[src/rtl/dlart_mux.sv]
// Multi-channel DL11-compatible serial line block: per-channel RX/TX byte FIFOs
// behind the standard RCSR/RBUF/XCSR/XBUF register window, with host byte streams.
module dlart_mux #(
  parameter int          NCH   = 1,
  parameter int          DEPTH = 4,
  parameter logic [21:0] BASE  = 22'o17777560
) (
  input  logic                 clk,
  input  logic                 rstb,
  input  logic [21:0]          bus_addr,
  input  logic                 bus_rd,
  input  logic                 bus_wr,
  input  logic                 bus_byte,
  input  logic [15:0]          bus_wdata,
  output logic [15:0]          bus_rdata,
  output logic                 bus_hit,
  output logic [NCH-1:0]       irq_rx,
  output logic [NCH-1:0]       irq_tx,
  input  logic [NCH-1:0]       h_rx_valid,
  input  logic [8*NCH-1:0]     h_rx_data,
  output logic [NCH-1:0]       h_rx_ready,
  output logic [NCH-1:0]       h_tx_valid,
  output logic [8*NCH-1:0]     h_tx_data,
  input  logic [NCH-1:0]       h_tx_ready
);
  localparam int AW = $clog2(DEPTH);
  localparam int CW = AW + 1;
  localparam logic [CW-1:0] FULL_CNT = CW'(DEPTH);

  logic [1:0]          off;
  logic                wr_lo;
  logic                wr_hi;
  logic [NCH-1:0]      sel;
  logic [16*NCH-1:0]   rd_flat;
  logic [15:0]         rd_mux;
  logic                unused_wdata;

  assign off          = bus_addr[2:1];
  // byte writes carry their lane in bus_addr[0]; word writes hit both lanes
  assign wr_lo        = bus_wr & (~bus_byte | ~bus_addr[0]);
  assign wr_hi        = bus_wr & (~bus_byte | bus_addr[0]);
  assign bus_hit      = |sel;
  assign unused_wdata = ^{bus_wdata[14:8], bus_wdata[5:1]};

  for (genvar k = 0; k < NCH; k++) begin : g_ch
    localparam logic [18:0] WIN = BASE[21:3] + 19'(k);

    logic [7:0]    rx_mem [DEPTH];
    logic [7:0]    tx_mem [DEPTH];
    logic [AW-1:0] rx_wp, rx_rp, tx_wp, tx_rp;
    logic [CW-1:0] rx_cnt, tx_cnt;
    logic          rie, tie, brk, txovr;
    logic          rx_full, rx_empty, tx_full, tx_empty;
    logic          rx_push, rx_pop, tx_push, tx_pop, tx_drop, xbuf_wr;
    logic [15:0]   rd_v;

    assign sel[k]    = (bus_addr[21:3] == WIN);
    assign rx_full   = (rx_cnt == FULL_CNT);
    assign rx_empty  = (rx_cnt == '0);
    assign tx_full   = (tx_cnt == FULL_CNT);
    assign tx_empty  = (tx_cnt == '0);

    assign h_rx_ready[k]         = rstb & ~rx_full;
    assign h_tx_valid[k]         = rstb & ~tx_empty & ~brk;
    assign h_tx_data[8*k +: 8]   = tx_mem[tx_rp];
    assign irq_rx[k]             = rstb & rie & ~rx_empty;
    assign irq_tx[k]             = rstb & tie & ~tx_full;

    // full/empty are pre-edge, so a pop on full blocks the push and vice versa
    assign rx_push = h_rx_valid[k] & h_rx_ready[k];
    assign rx_pop  = rstb & bus_rd & sel[k] & (off == 2'd1) & ~rx_empty;
    assign xbuf_wr = rstb & wr_lo & sel[k] & (off == 2'd3);
    assign tx_push = xbuf_wr & ~tx_full;
    assign tx_drop = xbuf_wr & tx_full;
    assign tx_pop  = h_tx_valid[k] & h_tx_ready[k];

    always_comb begin
      case (off)
        2'd0:    rd_v = {8'b0, ~rx_empty, rie, 6'b0};
        2'd1:    rd_v = {8'b0, rx_empty ? 8'h00 : rx_mem[rx_rp]};
        2'd2:    rd_v = {txovr, 7'b0, ~tx_full, tie, 5'b0, brk};
        default: rd_v = '0;
      endcase
    end
    assign rd_flat[16*k +: 16] = rd_v;

    always_ff @(posedge clk) begin
      if (rx_push) rx_mem[rx_wp] <= h_rx_data[8*k +: 8];
      if (tx_push) tx_mem[tx_wp] <= bus_wdata[7:0];
    end

    always_ff @(posedge clk) begin
      if (!rstb) begin
        rx_wp  <= '0;
        rx_rp  <= '0;
        rx_cnt <= '0;
        tx_wp  <= '0;
        tx_rp  <= '0;
        tx_cnt <= '0;
        rie    <= 1'b0;
        tie    <= 1'b0;
        brk    <= 1'b0;
        txovr  <= 1'b0;
      end else begin
        if (rx_push) rx_wp <= rx_wp + AW'(1);
        if (rx_pop)  rx_rp <= rx_rp + AW'(1);
        rx_cnt <= rx_cnt + CW'(rx_push) - CW'(rx_pop);
        if (tx_push) tx_wp <= tx_wp + AW'(1);
        if (tx_pop)  tx_rp <= tx_rp + AW'(1);
        tx_cnt <= tx_cnt + CW'(tx_push) - CW'(tx_pop);
        if (wr_lo && sel[k] && off == 2'd0) rie <= bus_wdata[6];
        if (wr_lo && sel[k] && off == 2'd2) begin
          tie <= bus_wdata[6];
          brk <= bus_wdata[0];
        end
        if (tx_drop) txovr <= 1'b1;
        else if (wr_hi && sel[k] && off == 2'd2 && bus_wdata[15]) txovr <= 1'b0;
      end
    end
  end

  always_comb begin
    rd_mux = '0;
    for (int k = 0; k < NCH; k++) begin
      if (sel[k]) rd_mux = rd_flat[16*k +: 16];
    end
  end

  // misses leave bus_rdata untouched so the last value holds
  always_ff @(posedge clk) begin
    if (!rstb) bus_rdata <= '0;
    else if (bus_rd && bus_hit) bus_rdata <= rd_mux;
  end
endmodule

[config.mk]
export PLATFORM = sky130hd
export DESIGN_NAME = dlart_mux
export DESIGN_NICKNAME = d
export VERILOG_FILES = /design/src/rtl/dlart_mux.sv
export SDC_FILE = /design/constraint.sdc
export NUM_CORES = 1
export LEC_CHECK = 0
export CAP_MARGIN = 20
export CORE_MARGIN = 8
export CORE_UTILIZATION = 30
export CTS_BUF_LIST = sky130_fd_sc_hd__clkbuf_16
export CTS_CLUSTER_DIAMETER = 40
export CTS_CLUSTER_SIZE = 14
export DETAILED_ROUTE_END_ITERATION = 6
export GPL_TIMING_DRIVEN = 0
export PLACE_DENSITY = 0.61
export SYNTH_ARGS = -nofsm -noshare
export SYNTH_HDL_FRONTEND = slang
export SYNTH_SLANG_ARGS = --single-unit
[constraint.sdc]
create_clock -name clk -period 3.11 [get_ports clk]
set_input_delay 0.622 -clock clk [delete_from_list [all_inputs] [get_ports clk]]
set_output_delay 0.622 -clock clk [all_outputs]
set_load 0.005 [all_outputs]
### Metal 1

The bar under the picture is 50 um long.
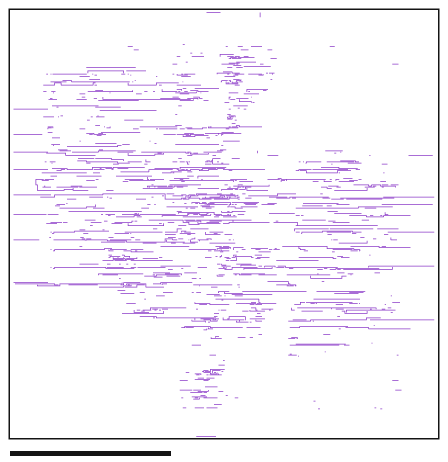
The layer carries 3740 um of wire. The wires run mostly horizontal. 393 nets have wire on it. The longest straight run is 27.1 um. The layer holds 43% of the routed length.
met1 usage in global routing: 11.7%
via total after detailed routing: 2533
total length of routed wires: 8.76 mm

### Metal 2

The bar under the picture is 50 um long. Cells faint in the background.
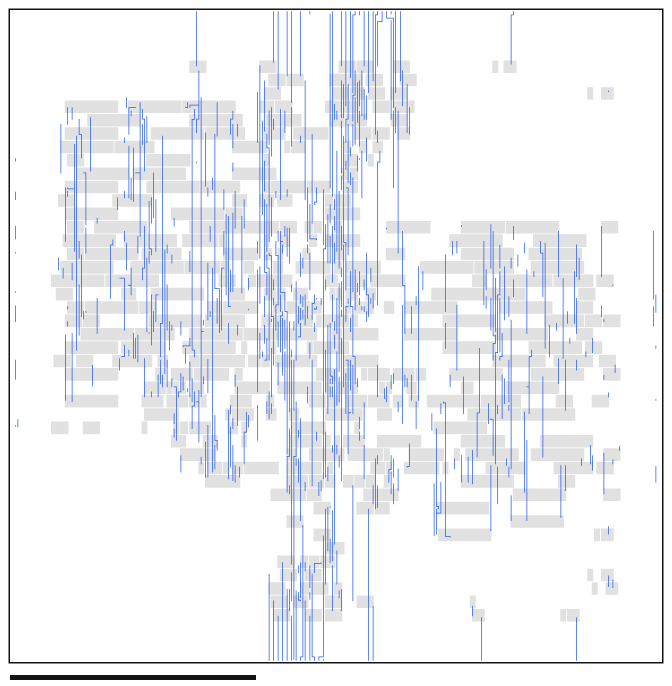
The longest straight run is 60.9 um. The wires run mostly vertical. The layer carries 4360 um of wire.
met2 layer usage reported by global route: 17.8%

==> flow_summary.yaml <==
# physical design summary
clock_tree:
  ctsLongestPathBuffers: 2
  ctsResizeCount: 7
  cts_buffer_count: 9
  clock.latency.late_pin_ns: 0.34
  cts_setup_buffers: 0
  clk_transition_reported_paths_ns: 0.07
  clock_tree_from_tritoncts: "done"
min_path:
  worstHoldPathType: "reg2reg"
  hold_path.startpoint: "bus_rdata[15]$_SDFFE_PN0P_"
  min_delay_worst_endpoint: "bus_rdata[15]$_SDFFE_PN0P_"
final_layout:
  dominant_class_by_area: "flip-flops and latches"
  combinational_share_of_cell_area_pct: 27.1
  layout.cells.most_common_list: "sky130_fd_sc_hd__clkdlybuf4s50_1, sky130_fd_sc_hd__edfxtp_1, sky130_fd_sc_hd__dfxtp_1, sky130_fd_sc_hd__inv_1, sky130_fd_sc_hd__mux4_2"
  fin_nets: 440
  clockBufferCount: 9
  layout.non_clock_inverters: 18
  areaGrowthSynthToFinish_pct: 30.4
  comb.multi_input.count: 167
  drive_above_1_share_pct: 13.8
  sequential_cell_total: 95
  num-fill-cells: 1269
  buf_share_pct: 14.2
  top_regs: "g_ch.rx_mem: 32 flops, g_ch.tx_mem: 32 flops, bus_rdata: 9 flops"
  seq_area_share_pct: 47.8
  num_antenna_cells: 0
  clock_area_share_pct: 5.42
  fin_area_um2: 5310
placement:
  place_inst: 539
  dpl-instance-area_um2: 4980
  post-dp-hpwl_mm: 6.65
  place_congestion: 0.774
routing:
  firstDrtPassIters: 4
  antenna_left: 0
  route.met2.wl_mm: 4.36
  wl_met3_um: 443
  viasPerCell: 4.57
  wirelength_met1_mm: 3.74
  post-route-drc-count: 0
synth:
  yosys-stat-area_um2: 4080
  syn_area_per_cell_um2: 14.0
  async_set_or_reset_register_ratio_after_synthesis_pct: 0
  ys_sh_mux_pct: 10.1
  cells_after_synth: 291
  yosys.area.top_type_share_pct: 47.1
  synth_warn: 0
  enable_flop_cells: 64
  synthAoiAreaFrac_pct: 5.71
  dominant_cells_by_area_after_synthesis: "sky130_fd_sc_hd__edfxtp_1, sky130_fd_sc_hd__dfxtp_1, sky130_fd_sc_hd__mux4_2"
  synthXorXnorAreaFrac_pct: 1.50
  synth_flop_count: 95
  yosysCellCount: 291
  largest_area_cell: "sky130_fd_sc_hd__edfxtp_1"
  yosys-top-cells-count: "sky130_fd_sc_hd__edfxtp_1, sky130_fd_sc_hd__dfxtp_1, sky130_fd_sc_hd__inv_1, sky130_fd_sc_hd__mux4_2, sky130_fd_sc_hd__nand2_1"
  flop_cell: "sky130_fd_sc_hd__edfxtp_1"
  synth.cellmix.adderShare_pct: 4.67
  post_synth_cell_types: 42
critical_path:
  critical_path_depth: 6
  r2r_start: "g_ch[0].rx_cnt[1]$_SDFF_PN0_"
  setup.reg_to_reg.worst_slack_ns: 0.52
  crit-reg2reg-capture: "g_ch[0].rx_cnt[2]$_SDFF_PN0_"
  worst_ep_arrival_time_ns: 2.40
  critical_path_cell_by_cell: "clkdlybuf4s50_1 > nand4b_1 > or3_4 > buf_2 > nor3_1 > dlygate4sd2_1"
  launching_element_of_the_worst_setup_path: "bus_addr[7]"
  crit_path_top_delay_cell: "sky130_fd_sc_hd__or3_4"
  critPathMaxFanout: 10
pwr:
  pwr.group.clock_w: 0.00106
  sw_frac_of_total_pct: 23.6
  leakagePower_nw: 1.83
  peakVddDrop_mv: 0.342
  p_comb_share_pct: 10.7
  p_comb_w: 0.000296
  power_frac_clock_pct: 38.6
  power.density_nw_per_um2: 519
  seq_power_w: 0.00140
  seqPwrFrac_pct: 50.7
  cellInternalPower_w: 0.00211
outcome:
  run_status: "complete, no violations"
grt:
  first_global_vias: 2777
  grt-ovfl-total: 0
  antenna_found_initial: 1
run:
  cap_violations: 0
  warnings: 40
timing:
  rsz_0062_raised_after_global_routing: "yes"
  finalCritPeriodShare_pct: 97.3
  post_route_setup_slack_ns: 0.0850
  worst_margin_slew_ns: 0.788
  post-route-min-period_ns: 3.02
floorplanning:
  fp.dieW_um: 133
  floorplan.io_pins: 82
  tapCellCount: 176
  die_area_um2: 17600
  total_number_of_placement_rows: 42
  chipHeight_um: 133
### Metal 3

The bar under the picture is 50 um long. Cells faint in the background.
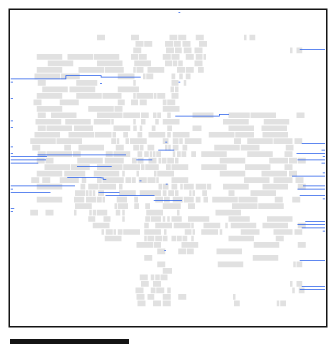
The layer carries 443 um of wire. The wires run mostly horizontal. The layer holds 5.1% of the routed length. 42 nets have wire on it. The longest straight run is 36.8 um.
met3 global-route usage: 3.52%

### Track usage over the die

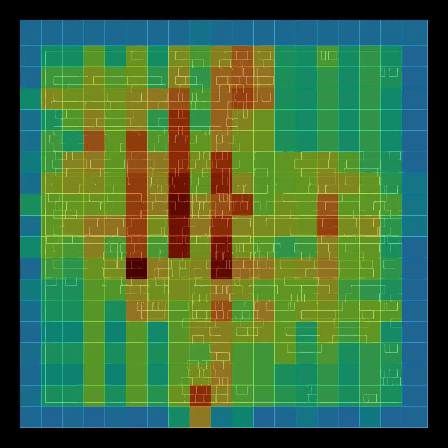
overall track demand over capacity in global routing: 10.5%
utilization of the core after routing: 40.1%
most used routing layer in global routing: met2
Routed WL per cell: 15.8 um

No activity file was given, so power comes from the tool's default toggle rates.
